**Run 1: signal wires on met1**

Bar = 50 um.
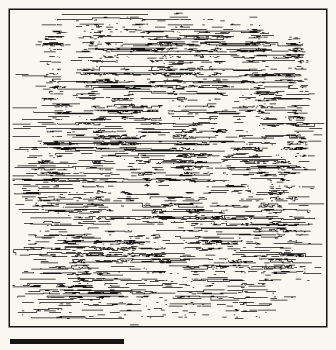
**Run 1: M2 wires**

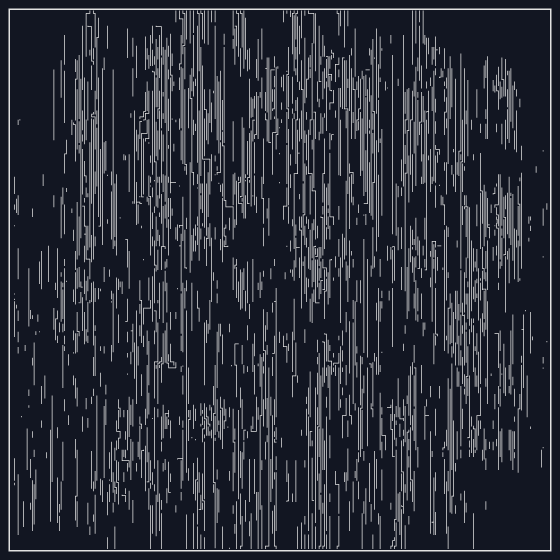
**Run 1: the metal 3 layer**

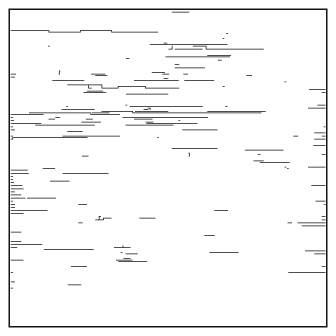
--- src/rtl/fetch_queue_pkg.sv ---
// Shared types and defaults for the z86 instruction prefetch queue.
package fetch_queue_pkg;

  localparam int unsigned FETCH_QUEUE_DEPTH = 6;
  localparam int unsigned WIN_BYTES         = 4;
  localparam logic [15:0] DEFAULT_RESET_CS  = 16'hFFFF;
  localparam logic [15:0] DEFAULT_RESET_IP  = 16'h0000;

  typedef enum logic [1:0] {
    IDLE  = 2'd0,
    REQ   = 2'd1,
    DRAIN = 2'd2
  } fetch_state_t;

  // Real-mode linear address: CS*16 + IP, wrapping at 1 MiB.
  function automatic logic [19:0] fetch_linear_addr(input logic [15:0] cs,
                                                    input logic [15:0] ip);
    return {cs, 4'b0000} + {4'b0000, ip};
  endfunction

endpackage

--- src/rtl/fetch_byte_fifo.sv ---
// Circular byte store for the prefetch queue: 0-2 byte writes, 4-byte head
// window, 0-4 byte pops, synchronous clear. Pointers wrap modulo DEPTH.
module fetch_byte_fifo
  import fetch_queue_pkg::*;
#(
  parameter int unsigned DEPTH = FETCH_QUEUE_DEPTH,
  parameter int unsigned CNT_W = $clog2(DEPTH + 1)
) (
  input  logic             clk,
  input  logic             rst,
  input  logic             clr_i,
  input  logic [1:0]       wr_n_i,
  input  logic [15:0]      wr_data_i,
  input  logic [2:0]       pop_n_i,
  output logic [31:0]      win_c_o,
  output logic [CNT_W-1:0] count_o
);

  localparam int unsigned PTR_W = $clog2(DEPTH);

  logic [7:0]       mem_q [DEPTH];
  logic [PTR_W-1:0] rd_q, rd_d;
  logic [PTR_W-1:0] wr_q, wr_d;
  logic [CNT_W-1:0] count_q, count_d;

  // Modulo-DEPTH pointer advance; n never exceeds DEPTH so one fold suffices.
  function automatic logic [PTR_W-1:0] wrap_add(input logic [PTR_W-1:0] p,
                                                input logic [2:0]       n);
    int unsigned s;
    s = int'(p) + int'(n);
    if (s >= DEPTH) s = s - DEPTH;
    return PTR_W'(s);
  endfunction

  // Next pointer and occupancy values.
  always_comb begin
    rd_d    = rd_q;
    wr_d    = wr_q;
    count_d = count_q;
    if (clr_i) begin
      rd_d    = '0;
      wr_d    = '0;
      count_d = '0;
    end else begin
      rd_d    = wrap_add(rd_q, pop_n_i);
      wr_d    = wrap_add(wr_q, {1'b0, wr_n_i});
      count_d = count_q - CNT_W'(pop_n_i) + CNT_W'(wr_n_i);
    end
  end

  // Pointer and count registers.
  always_ff @(posedge clk or posedge rst) begin
    if (rst) begin
      rd_q    <= '0;
      wr_q    <= '0;
      count_q <= '0;
    end else begin
      rd_q    <= rd_d;
      wr_q    <= wr_d;
      count_q <= count_d;
    end
  end

  // Byte storage; contents beyond count are never observed, so no reset.
  always_ff @(posedge clk) begin
    if (!clr_i) begin
      if (wr_n_i != 2'd0) mem_q[wr_q] <= wr_data_i[7:0];
      if (wr_n_i == 2'd2) mem_q[wrap_add(wr_q, 3'd1)] <= wr_data_i[15:8];
    end
  end

  // Head window, zero-filled past the valid bytes.
  always_comb begin
    win_c_o = '0;
    for (int i = 0; i < int'(WIN_BYTES); i++) begin
      if (i < int'(count_q)) win_c_o[i*8 +: 8] = mem_q[wrap_add(rd_q, 3'(i))];
    end
  end

  assign count_o = count_q;

endmodule

--- src/rtl/fetch_queue.sv ---
// z86 instruction prefetch queue: fetch FSM, CS:IP tracking, BIU handshake.
// Build option Z86_FETCH_BYPASS_EN forwards arriving bytes to the decode
// window in the same cycle when the queue is empty.
module fetch_queue
  import fetch_queue_pkg::*;
#(
  parameter int unsigned QUEUE_DEPTH = FETCH_QUEUE_DEPTH,
  parameter logic [15:0] RESET_CS    = DEFAULT_RESET_CS,
  parameter logic [15:0] RESET_IP    = DEFAULT_RESET_IP
) (
  input  logic        clk,
  input  logic        reset,
  input  logic        br_taken,
  input  logic [15:0] br_new_cs,
  input  logic [15:0] br_new_ip,
  output logic        mem_req,
  output logic [19:0] mem_addr,
  input  logic        mem_ready,
  input  logic [15:0] mem_rdata,
  output logic [31:0] q_data,
  output logic [2:0]  q_avail,
  output logic [15:0] q_ip,
  input  logic        consume,
  input  logic [2:0]  consume_n
);

  localparam int unsigned CNT_W = $clog2(QUEUE_DEPTH + 1);

  fetch_state_t     state_q, state_d;
  logic [15:0]      fetch_cs_q, fetch_cs_d;
  logic [15:0]      fetch_ip_q, fetch_ip_d;
  logic [15:0]      q_ip_q, q_ip_d;
  logic             mem_req_q, mem_req_d;
  logic [19:0]      mem_addr_q, mem_addr_d;

  logic [CNT_W-1:0] fifo_count;
  logic [31:0]      fifo_win;
  logic [2:0]       fifo_avail_c;
  logic [1:0]       fsz_c;
  logic [15:0]      fill_data_c;
  logic             fill_valid_c;
  logic [2:0]       pop_c;
  logic [1:0]       fifo_wr_n_c;
  logic [15:0]      fifo_wr_data_c;
  logic [2:0]       fifo_pop_c;
  logic             free_ok_c;

  // Fetch size and byte ordering of the word on the bus.
  always_comb begin
    fsz_c        = fetch_ip_q[0] ? 2'd1 : 2'd2;
    fill_data_c  = fetch_ip_q[0] ? {8'h00, mem_rdata[15:8]} : mem_rdata;
    fill_valid_c = (state_q == REQ) && mem_ready && !br_taken;
    fifo_avail_c = (fifo_count >= CNT_W'(4)) ? 3'd4 : 3'(fifo_count);
  end

`ifdef Z86_FETCH_BYPASS_EN
  logic bypass_c;

  // Decode window with same-cycle forwarding into an empty queue.
  always_comb begin
    bypass_c = fill_valid_c && (fifo_count == '0);
    q_avail  = bypass_c ? {1'b0, fsz_c} : fifo_avail_c;
    q_data   = bypass_c ? {16'h0000, fill_data_c} : fifo_win;
    pop_c    = '0;
    if (consume) pop_c = (consume_n > q_avail) ? q_avail : consume_n;
    fifo_pop_c     = pop_c;
    fifo_wr_n_c    = fill_valid_c ? fsz_c : 2'd0;
    fifo_wr_data_c = fill_data_c;
    if (bypass_c) begin
      fifo_pop_c     = '0;
      fifo_wr_n_c    = fsz_c - 2'(pop_c);
      fifo_wr_data_c = (pop_c == 3'd1) ? {8'h00, fill_data_c[15:8]} : fill_data_c;
    end
    if (br_taken) begin
      fifo_pop_c  = '0;
      fifo_wr_n_c = 2'd0;
    end
  end
`else
  // Decode window straight from the byte store.
  always_comb begin
    q_avail = fifo_avail_c;
    q_data  = fifo_win;
    pop_c   = '0;
    if (consume) pop_c = (consume_n > q_avail) ? q_avail : consume_n;
    fifo_pop_c     = br_taken ? 3'd0 : pop_c;
    fifo_wr_n_c    = fill_valid_c ? fsz_c : 2'd0;
    fifo_wr_data_c = fill_data_c;
  end
`endif

  // Space check for a new request, counting this cycle's consume.
  always_comb begin
    free_ok_c = (int'(QUEUE_DEPTH) - int'(fifo_count) + int'(fifo_pop_c)) >= int'(fsz_c);
  end

  fetch_byte_fifo #(
    .DEPTH (QUEUE_DEPTH),
    .CNT_W (CNT_W)
  ) u_fifo (
    .clk       (clk),
    .rst       (reset),
    .clr_i     (br_taken),
    .wr_n_i    (fifo_wr_n_c),
    .wr_data_i (fifo_wr_data_c),
    .pop_n_i   (fifo_pop_c),
    .win_c_o   (fifo_win),
    .count_o   (fifo_count)
  );

  // Fetch FSM next state, bus outputs and CS:IP bookkeeping.
  always_comb begin
    state_d    = state_q;
    fetch_cs_d = fetch_cs_q;
    fetch_ip_d = fetch_ip_q;
    q_ip_d     = q_ip_q + 16'(pop_c);
    mem_req_d  = mem_req_q;
    mem_addr_d = mem_addr_q;

    case (state_q)
      IDLE: begin
        if (!br_taken && free_ok_c) begin
          state_d    = REQ;
          mem_req_d  = 1'b1;
          mem_addr_d = fetch_linear_addr(fetch_cs_q, fetch_ip_q);
        end
      end
      REQ: begin
        if (br_taken) begin
          if (mem_ready) begin
            state_d   = IDLE;
            mem_req_d = 1'b0;
          end else begin
            state_d = DRAIN;
          end
        end else if (mem_ready) begin
          state_d    = IDLE;
          mem_req_d  = 1'b0;
          fetch_ip_d = fetch_ip_q + 16'(fsz_c);
        end
      end
      DRAIN: begin
        if (mem_ready) begin
          state_d   = IDLE;
          mem_req_d = 1'b0;
        end
      end
      default: begin
        state_d   = IDLE;
        mem_req_d = 1'b0;
      end
    endcase

    if (br_taken) begin
      fetch_cs_d = br_new_cs;
      fetch_ip_d = br_new_ip;
      q_ip_d     = br_new_ip;
    end
  end

  // State and bus registers.
  always_ff @(posedge clk or posedge reset) begin
    if (reset) begin
      state_q    <= IDLE;
      fetch_cs_q <= RESET_CS;
      fetch_ip_q <= RESET_IP;
      q_ip_q     <= RESET_IP;
      mem_req_q  <= 1'b0;
      mem_addr_q <= '0;
    end else begin
      state_q    <= state_d;
      fetch_cs_q <= fetch_cs_d;
      fetch_ip_q <= fetch_ip_d;
      q_ip_q     <= q_ip_d;
      mem_req_q  <= mem_req_d;
      mem_addr_q <= mem_addr_d;
    end
  end

  assign mem_req  = mem_req_q;
  assign mem_addr = mem_addr_q;
  assign q_ip     = q_ip_q;

  // Decoder must never take more bytes than are offered (empty window is a no-op).
  a_consume_le_avail : assert property (@(posedge clk) disable iff (reset)
    (consume && (q_avail != 3'd0)) |-> (consume_n <= q_avail));

endmodule

--- config.mk ---
export PLATFORM = sky130hd
export DESIGN_NAME = fetch_queue
export DESIGN_NICKNAME = d
export VERILOG_FILES = /design/src/rtl/fetch_queue_pkg.sv /design/src/rtl/fetch_byte_fifo.sv /design/src/rtl/fetch_queue.sv
export SDC_FILE = /design/constraint.sdc
export NUM_CORES = 1
export LEC_CHECK = 0
export CAP_MARGIN = 5
export CELL_PAD_IN_SITES_DETAIL_PLACEMENT = 0
export CELL_PAD_IN_SITES_GLOBAL_PLACEMENT = 1
export CORE_MARGIN = 1.5
export CORE_UTILIZATION = 48
export DETAILED_ROUTE_END_ITERATION = 16
export GPL_ROUTABILITY_DRIVEN = 1
export HOLD_SLACK_MARGIN = 0.1
export PLACE_DENSITY_LB_ADDON = 0.1
export SYNTH_ARGS = -nofsm -noshare
export SYNTH_HDL_FRONTEND = slang
export SYNTH_SLANG_ARGS = --single-unit
--- constraint.sdc ---
create_clock -name clk -period 8.1 [get_ports clk]
set_clock_uncertainty 0.2 [all_clocks]
set_input_delay 0.81 -clock clk [delete_from_list [all_inputs] [get_ports clk]]
set_output_delay 0.81 -clock clk [all_outputs]
set_load 0.005 [all_outputs]
==> flow_summary.ini, run 1 <==
; generated from flow reports
[synth]
synthArstFlopShare_pct = 62.50
top_cell_area_share_pct = 18.15
syn_area_per_cell_um2 = 11.20
fp_nets = 895
ys_sh_xor_pct = 5.515
syn_area_um2 = 8825
compound_area_share_pct = 10.53
synth_area_leader_cell = dfrtp_1
synth_cells = 788
topCombFamilyByArea = multiplexers
ys_top_cells_by_count = mux2_2, nor2_1, dfrtp_1, edfxtp_1
synth-seq-area-share_pct = 39.25
ys_cells = 788
yosys_warnings = 0
yosysMostFrequentCell = mux2_2
area_leaders = dfrtp_1, edfxtp_1, mux2_2
yosys_most_used_dff = dfrtp_1
ys_sh_adder_pct = 7.571
synthMuxAreaShare_pct = 23.81
numSynthFlops = 128

[run]
drv_cap = 0
tool_warnings = 38

[min_path]
hp-class = register to register
hp-start = mem_addr[18]
holdPathEnd = mem_addr[18]
whs_path_depth = 1

[final_layout]
top_register = u_fifo.mem_q
ff_count = 128
final-clk-cell-share_pct = 5.587
insertedDiodeCount = 0
layout.nonclk_buf_share_pct = 12.16
seqCellArea_um2 = 3465
area_dominant_class = combinational gates
drive_gt1_share_pct = 22.17
num-nonclk-buffers = 135
num-multi-input-gates = 591
area_delta_synth_final_pct = 23.58
comb_share_pct = 46.67
layout_top_cell = clkdlybuf4s50_1
n_fill_cell = 1482
combGateArea_um2 = 5090
lay_top_cells = clkdlybuf4s50_1, mux2_2, nor2_1, dfrtp_1, edfxtp_1
n_clock_buffer = 21
fin_nets = 1014

[cts]
cts_sinks = 128
htreeDepth = 4
cts-root-buf = clkbuf_16
ctsHoldBuffers = 0
cts.clk_slew.worst_paths_ps = 60
cts_made_buffers = 17
clk_latency_ps = 420
post_cts_resized = 0
cts_tree = done

[pwr]
p_comb_share_pct = 46.7
switching_share_pct = 34.29
seq-power_uw = 910
seqPwrFrac_pct = 28.6
power.group.top = combinational logic
switchingPower_uw = 1091
leakage_uw = 0.004351
peakVddDrop_v = 0.0001693
p_int_uw = 2092
comb-power_uw = 1490

[grt]
grt.met2_usage_pct = 39.33
busiest_layer = met2
grt_pass1_wl_um = 36160
globalRouteMet3Util_pct = 4.903
grt_antenna_before_repair = 0
grt_max_degree = 81

[sta]
min_period_over_period_pct = 70.83
finalCriticalPeriod_ps = 5737
hold_viol = 0
fmax_ghz = 0.1743
rsz0062_at_grt = false
tns_ps = 0
whs_ps = 304.6
finalSetupViolations = 0

[floorplanning]
fp-row-count = 49
n_tap_cell = 229
die-area_um2 = 19210
io_pins = 128
die_h_um = 138.6
core_area_um2 = 18020

[drt]
met3_length_um = 1258
first_pass_iters = 5
drt-met1-wl_um = 10240
ant_nets = 0
wire_per_inst_um = 19.89
dr_wl_met2_um = 10980
drc = 0
wl_um = 22850

[critical_path]
crit_arrival_ps = 5840
r2r_slack_ps = 2360
cpPeakStageDelay_ps = 940
criticalPathCategory = register to register
cpLargestDelayFamily = AND-OR/OR-AND gates
path_cells = inv_2 > nand2_1 > ha_1 > and2_1 > a2111oi_0 > a211oi_2 > nand2_1 > nor2_1 > xnor2_1 > ha_1 > ha_1 > a221o_1 > a311oi_1 > mux2_1 > a211o_1 > mux2_2
cp_common_cell = ha_1
crit_required_ps = 8200
worstRegToRegCells = 16
r2r-end = mem_addr[18]
critPathLaunch = u_fifo.count_o[2]
timing.rr.start = u_fifo.count_o[2]
crit_fanout = 21

[status]
status = finished clean

[placement]
dp_hpwl_um = 16180
gp_congestion = 0.9051
About 'signal wires on met1':
The longest straight run is 54.3 um. The wires run mostly horizontal. The layer holds 45% of the routed length. The layer carries 10200 um of wire. 933 nets have wire on it.

About 'M2 wires':
The layer carries 11000 um of wire. The layer holds 48% of the routed length. 879 nets have wire on it. The wires run mostly vertical. The longest straight run is 48.6 um.

About 'the metal 3 layer':
The layer carries 1260 um of wire. The layer holds 5.5% of the routed length. The longest straight run is 56.4 um. The wires run mostly horizontal.

[run 1: through the flow]
step | utilization, % | instance area (um2) | cells | worst slack [ps]
global placement | 57.12 | 10300 | 1117 | 2267
global route | 60.50 | 10910 | 1149 | 2001
floorplan | - | 8825 | 788 | 3615
CTS | 60.50 | 10910 | 1149 | 2424
detailed placement | 57.12 | 10300 | 1117 | 2039
finish | 60.50 | 10910 | 1149 | 2363
[run 1: how the worst max path moves through the flow]
stage	endpoint	depth (start not counted)
finish	mem_addr[18]	16
detailed placement	mem_addr[18]	15
global route	mem_addr[18]	16
CTS	mem_addr[18]	16
floorplan	mem_addr[10]	18
global placement	mem_addr[18]	15
**Run 1: routing congestion**

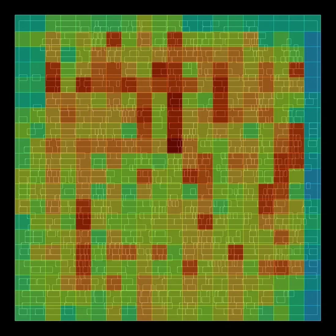

## Run 2: what changed since run 1
--- a/config.mk
+++ b/config.mk
@@ -9,7 +9,7 @@
 export CELL_PAD_IN_SITES_DETAIL_PLACEMENT = 0
 export CELL_PAD_IN_SITES_GLOBAL_PLACEMENT = 1
 export CORE_MARGIN = 1.5
-export CORE_UTILIZATION = 48
+export CORE_UTILIZATION = 44
 export DETAILED_ROUTE_END_ITERATION = 16
 export GPL_ROUTABILITY_DRIVEN = 1
 export HOLD_SLACK_MARGIN = 0.1
==> constraint.sdc (replaced) <==
create_clock -name clk -period 5.38 [get_ports clk]
set_clock_uncertainty 0.2 [all_clocks]
set_input_delay 0.538 -clock clk [delete_from_list [all_inputs] [get_ports clk]]
set_output_delay 0.538 -clock clk [all_outputs]
set_load 0.005 [all_outputs]
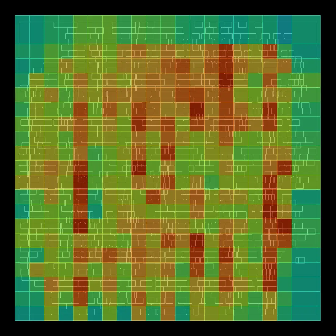
**Above:** run 2 (routing congestion).
Final Util: 55.95%
Top Usage Layer GRT: met2
Routed WL per cell: 19.86 um
GR met3 Demand/Resource: 4.603%
All-Layer GR Usage: 23.38%

==> run 2 against run 1 <==
  * Global-route usage fell by 0.63 points
  * Via count rose by 0.53%
  * Critical path depth rose by 1
  * Combinational power rose by 47%
  * Flip-flop count did not move
  * Total power rose by 49%
  * Maximum frequency rose by 15%
  * Critical path type unchanged
  * Largest power group unchanged
==> flow_summary.ini, run 2 <==
; generated from flow reports
[final_layout]
drive_gt1_share_pct = 22.04
comb_share_pct = 46.39
lay_top_cells = clkdlybuf4s50_1, mux2_2, nor2_1, dfrtp_1, edfxtp_1
top_register = u_fifo.mem_q
area_dominant_class = combinational gates
area_delta_synth_final_pct = 24.20
num-nonclk-buffers = 136
n_fill_cell = 1692
num-multi-input-gates = 591
combGateArea_um2 = 5085
n_clock_buffer = 20
final-clk-cell-share_pct = 5.514
fin_nets = 1015
insertedDiodeCount = 0
nonClockInverterCount = 34
ff_count = 128
seqCellArea_um2 = 3465
layout_top_cell = clkdlybuf4s50_1
layout.nonclk_buf_share_pct = 12.28
largest_reg_flops = 48

[critical_path]
criticalPathCategory = register to register
endpoint_kind = register
crit_arrival_ps = 5070
crit_required_ps = 5480
cp-start-kind = register
path_buffers = 2
cp_common_cell = ha_1
r2r_slack_ps = 400
cpLargestDelayFamily = AND-OR/OR-AND gates
r2r-end = mem_addr[18]
crit_fanout = 21
path_cells = inv_2 > nand2_1 > ha_1 > and2_1 > a21o_1 > a211oi_2 > nand2_1 > nor2_1 > xnor2_1 > ha_1 > ha_1 > a221o_1 > a311oi_1 > mux2_1 > a211o_1 > buf_12 > mux2_2
cpPeakStageDelay_ps = 480
worstRegToRegCells = 17
timing.rr.start = u_fifo.count_o[2]

[sta]
slew_violations = 0
finalSetupViolations = 0
rsz0062_at_grt = false
worstMarginPinSlew_ps = 1171
tns_ps = 0
hold_viol = 0
fmax_ghz = 0.2009
finalCriticalPeriod_ps = 4978
min_period_over_period_pct = 92.52
whs_ps = 315.4
setup_ws_ps = 402.4

[synth]
compound_area_share_pct = 10.53
yosysMostFrequentCell = mux2_2
synthArstFlopShare_pct = 62.50
yosys_most_used_dff = dfrtp_1
ys_top_cells_by_count = mux2_2, nor2_1, dfrtp_1, edfxtp_1
fp_nets = 895
yosys_warnings = 0
top_cell_area_share_pct = 18.15
ys_sh_xor_pct = 5.515
area_leaders = dfrtp_1, edfxtp_1, mux2_2
synth_cells = 788
synthSimpleGateAreaFrac_pct = 10.19
numSynthFlops = 128
edf_count = 48
syn_area_um2 = 8825
yosys_area_um2 = 8825
synth-seq-area-share_pct = 39.25
ys_cells = 788
ys_sh_adder_pct = 7.571
synthMuxAreaShare_pct = 23.81
ys_types = 62
syn_area_per_cell_um2 = 11.20
topCombFamilyByArea = multiplexers
synth_area_leader_cell = dfrtp_1

[cts]
cts_made_buffers = 17
clk_latency_ps = 420
cts_sinks = 128
cts_tree = done
post_cts_resized = 0
postCtsSetupBuffers = 0
cts.clk_slew.worst_paths_ps = 60
htreeDepth = 4
cts_max_path_buffers = 2
cts-root-buf = clkbuf_16
ctsHoldBuffers = 0

[grt]
grt_antenna_before_repair = 0
grt_use_met1_pct = 33.03
grt.met2_usage_pct = 36.31
grt_pass1_vias = 6690
grt_pass1_wl_um = 36760
grt_max_degree = 47

[placement]
preCtsSetupSlack_ps = 304.0
gp_congestion = 0.8709
io_buffer_count = 127
dp_hpwl_um = 17580

[drt]
drt-met1-wl_um = 10710
wl_um = 23560
vias = 6777
ant_nets = 0
met3_length_um = 1604
dr_wl_met2_um = 10880
vias_per_cell = 5.714
drtIter0Drc = 436
drc = 0
first_pass_iters = 5

[floorplanning]
fp.dieW_um = 144.6
n_tap_cell = 265
die-area_um2 = 20910
io_pins = 128
fp_util_pct = 45.05
die_h_um = 144.6
fp-row-count = 51
core_area_um2 = 19590

[min_path]
whs_path_depth = 1
hp-start = mem_addr[18]
hp-class = register to register
holdPathEnd = mem_addr[18]

[pwr]
comb-power_uw = 2190
p_int_uw = 3155
power.group.top = combinational logic
p_clk_uw = 1180
seq-power_uw = 1380
seqPwrFrac_pct = 29.0
peakVddDrop_v = 0.0002598
switchingPower_uw = 1603
p_total_uw = 4758
leakage_uw = 0.004364
switching_share_pct = 33.70
p_comb_share_pct = 46.1

[status]
status = finished clean

[run]
drv_cap = 0
tool_warnings = 38
[run 2: metrics by stage]
step | cells | area (um2) | util [%]
after floorplan | 788 | 8825 | -
after global placement | 1154 | 10360 | 52.86
after detailed placement | 1154 | 10360 | 52.86
after CTS | 1186 | 10960 | 55.95
after global routing | 1186 | 10960 | 55.95
final | 1186 | 10960 | 55.95
[run 2: how the worst max path moves through the flow]
stage	from	end	slack (ps)	cells past startpoint
floorplan	u_fifo.count_o[2]	mem_addr[10]	890	18
global placement	consume_n[1]	mem_addr[18]	460	16
detailed placement	consume_n[2]	mem_addr[18]	300	16
CTS	u_fifo.count_o[2]	mem_addr[18]	460	17
global route	u_fifo.count_o[2]	mem_addr[18]	160	17
finish	u_fifo.count_o[2]	mem_addr[18]	400	17
**Run 2: M2 wires**

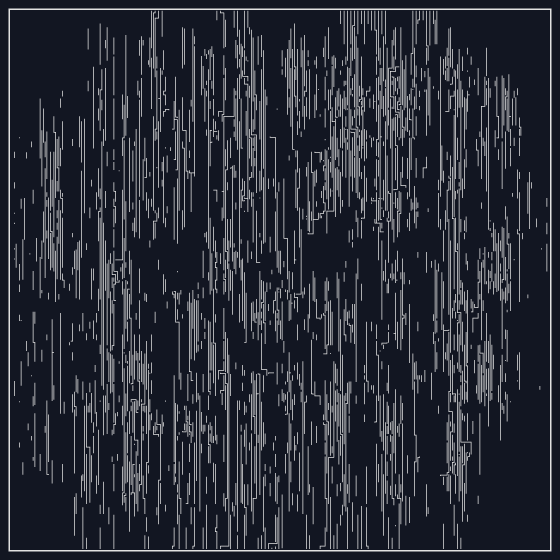

## Run 3: what changed since run 2
--- a/config.mk
+++ b/config.mk
@@ -5,15 +5,14 @@
 export SDC_FILE = /design/constraint.sdc
 export NUM_CORES = 1
 export LEC_CHECK = 0
-export CAP_MARGIN = 5
 export CELL_PAD_IN_SITES_DETAIL_PLACEMENT = 0
 export CELL_PAD_IN_SITES_GLOBAL_PLACEMENT = 1
 export CORE_MARGIN = 1.5
-export CORE_UTILIZATION = 44
+export CORE_UTILIZATION = 40
 export DETAILED_ROUTE_END_ITERATION = 16
 export GPL_ROUTABILITY_DRIVEN = 1
 export HOLD_SLACK_MARGIN = 0.1
-export PLACE_DENSITY_LB_ADDON = 0.1
+export PLACE_DENSITY = 0.82
 export SYNTH_ARGS = -nofsm -noshare
 export SYNTH_HDL_FRONTEND = slang
 export SYNTH_SLANG_ARGS = --single-unit
==> constraint.sdc (replaced) <==
create_clock -name clk -period 4.1 [get_ports clk]
set_clock_uncertainty 0.2 [all_clocks]
set_input_delay 0.41 -clock clk [delete_from_list [all_inputs] [get_ports clk]]
set_output_delay 0.41 -clock clk [all_outputs]
set_load 0.005 [all_outputs]
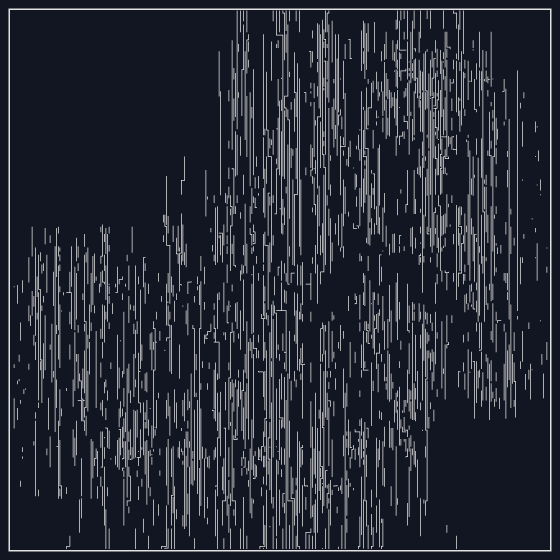
**Above:** run 3 (M2 wires).
The longest straight run is 67.3 um. 880 nets have wire on it. The layer carries 10500 um of wire. The layer holds 47% of the routed length.

==> run 3 against run 2 <==
  * The flow now finishes with violations (setup timing)
  * Final area increased by 5.2%
  * Die size increased by 9.8%
  * Final cell count increased by 4.7%
  * Critical path type unchanged
  * Largest cell class unchanged
  * Largest power group unchanged
  * Highest routed layer unchanged
==> flow_summary.ini, run 3 <==
; generated from flow reports
[status]
status = finished, violations left
violations = setup timing

[sta]
whs_ps = 252.3
finalCriticalPeriod_ps = 4104
rsz0062_at_grt = true
setup_ws_ps = -3.888
worstMarginPinSlew_ps = 840.9
fmax_ghz = 0.2437
slew_violations = 0
finalSetupViolations = 3
min_period_over_period_pct = 100.1

[cts]
cts_tree = done
post_cts_resized = 9
cts_sinks = 128
ctsHoldBuffers = 0
cts_max_path_buffers = 2
cts.clk_slew.worst_paths_ps = 60

[final_layout]
area_delta_synth_final_pct = 30.70
insertedDiodeCount = 0
seqCellArea_um2 = 3466
nonClockInverterCount = 34
final_core_utilization_pct = 53.01
n_fill_cell = 1882
drive_gt1_share_pct = 27.55
combGateArea_um2 = 5230
layout.nonclk_buf_share_pct = 14.87
final_cells = 1242
final-clk-cell-share_pct = 5.554
layout_top_cell = clkdlybuf4s50_1
num-multi-input-gates = 591
final_area_um2 = 11530
area_dominant_class = combinational gates

[drt]
met3_length_um = 1457
vias = 6667
first_pass_iters = 5
dr_wl_met2_um = 10540
vias_per_cell = 5.368
wire_per_inst_um = 18.03
ant_nets = 0
wl_um = 22400
drc = 0

[synth]
area_leaders = dfrtp_1, edfxtp_1, mux2_2
ys_cells = 788
yosys_most_used_dff = dfrtp_1
synth-seq-area-share_pct = 39.25
synth_area_leader_cell = dfrtp_1
fp_nets = 895
yosys_warnings = 0
syn_area_um2 = 8825
synth_cells = 788
synthArstFlopShare_pct = 62.50
ys_types = 62
top_cell_area_share_pct = 18.15
syn_area_per_cell_um2 = 11.20
edf_count = 48

[run]
drv_cap = 0
tool_warnings = 40

[grt]
grt_use_met1_pct = 28.41
busiest_layer = met2
grt_pass1_wl_um = 35580
globalRouteMet3Util_pct = 4.371
grt_antenna_before_repair = 0
grt.met2_usage_pct = 31.75
grt_pass1_vias = 6673
grt_max_degree = 47
grt.total_usage_pct = 20.20

[floorplanning]
fp.dieW_um = 151.5
die-area_um2 = 22960
io_pins = 128
core_area_um2 = 21760
die_h_um = 151.5
n_tap_cell = 280
fp_util_pct = 40.56

[placement]
dp_hpwl_um = 16620
preCtsSetupSlack_ps = -602.2
io_buffer_count = 127
gp_congestion = 0.8389
placed_area_um2 = 10660
dp_cells = 1198

[critical_path]
crit_required_ps = 4200
cpPeakStageDelay_ps = 400
endpoint_kind = register
crit_fanout = 5
cpLargestDelayFamily = AND-OR/OR-AND gates
path_cells = inv_4 > buf_12 > ha_4 > and2_4 > a21o_4 > a211oi_4 > nand2_2 > nor2_4 > xnor2_2 > ha_1 > ha_1 > a221o_1 > a311oi_1 > mux2_4 > a211o_4 > clkbuf_16 > mux2_4
path_buffers = 3

[pwr]
power.group.top = combinational logic
p_comb_share_pct = 48.6
switchingPower_uw = 2187
seq-power_uw = 1810
leakage_uw = 0.004634
seqPwrFrac_pct = 27.1
switching_share_pct = 32.80
p_total_uw = 6668
comb-power_uw = 3240
-- run 3: cell counts after synthesis --
No cell type changed its count.
-- run 3: worst paths after layout --
kind                                        start             to  slack [ps]  cells after the start
max in group asynchronous                   reset  fetch_cs_q[5]        2610                      3
worst max register to register  u_fifo.count_o[2]    mem_addr[0]          -4                     17
worst min register to register       mem_addr[11]   mem_addr[11]         310                      1
worst max-delay path            u_fifo.count_o[2]    mem_addr[0]          -4                     17
worst min-delay path                        reset   mem_addr[19]         250                      2
min in group clk                     mem_addr[11]   mem_addr[11]         310                      1
-- run 3: kinds of logic after synthesis --
kind of cell	synth area share, %
multiplexers	23.81
AND-OR/OR-AND	10.53
flip-flops	39.25
adder cells (fa/ha/maj)	7.571
XOR/XNOR	5.515
AND/OR/NAND/NOR	10.19
buffers and inverters	3.133
No activity file was given, so power comes from the tool's default toggle rates.
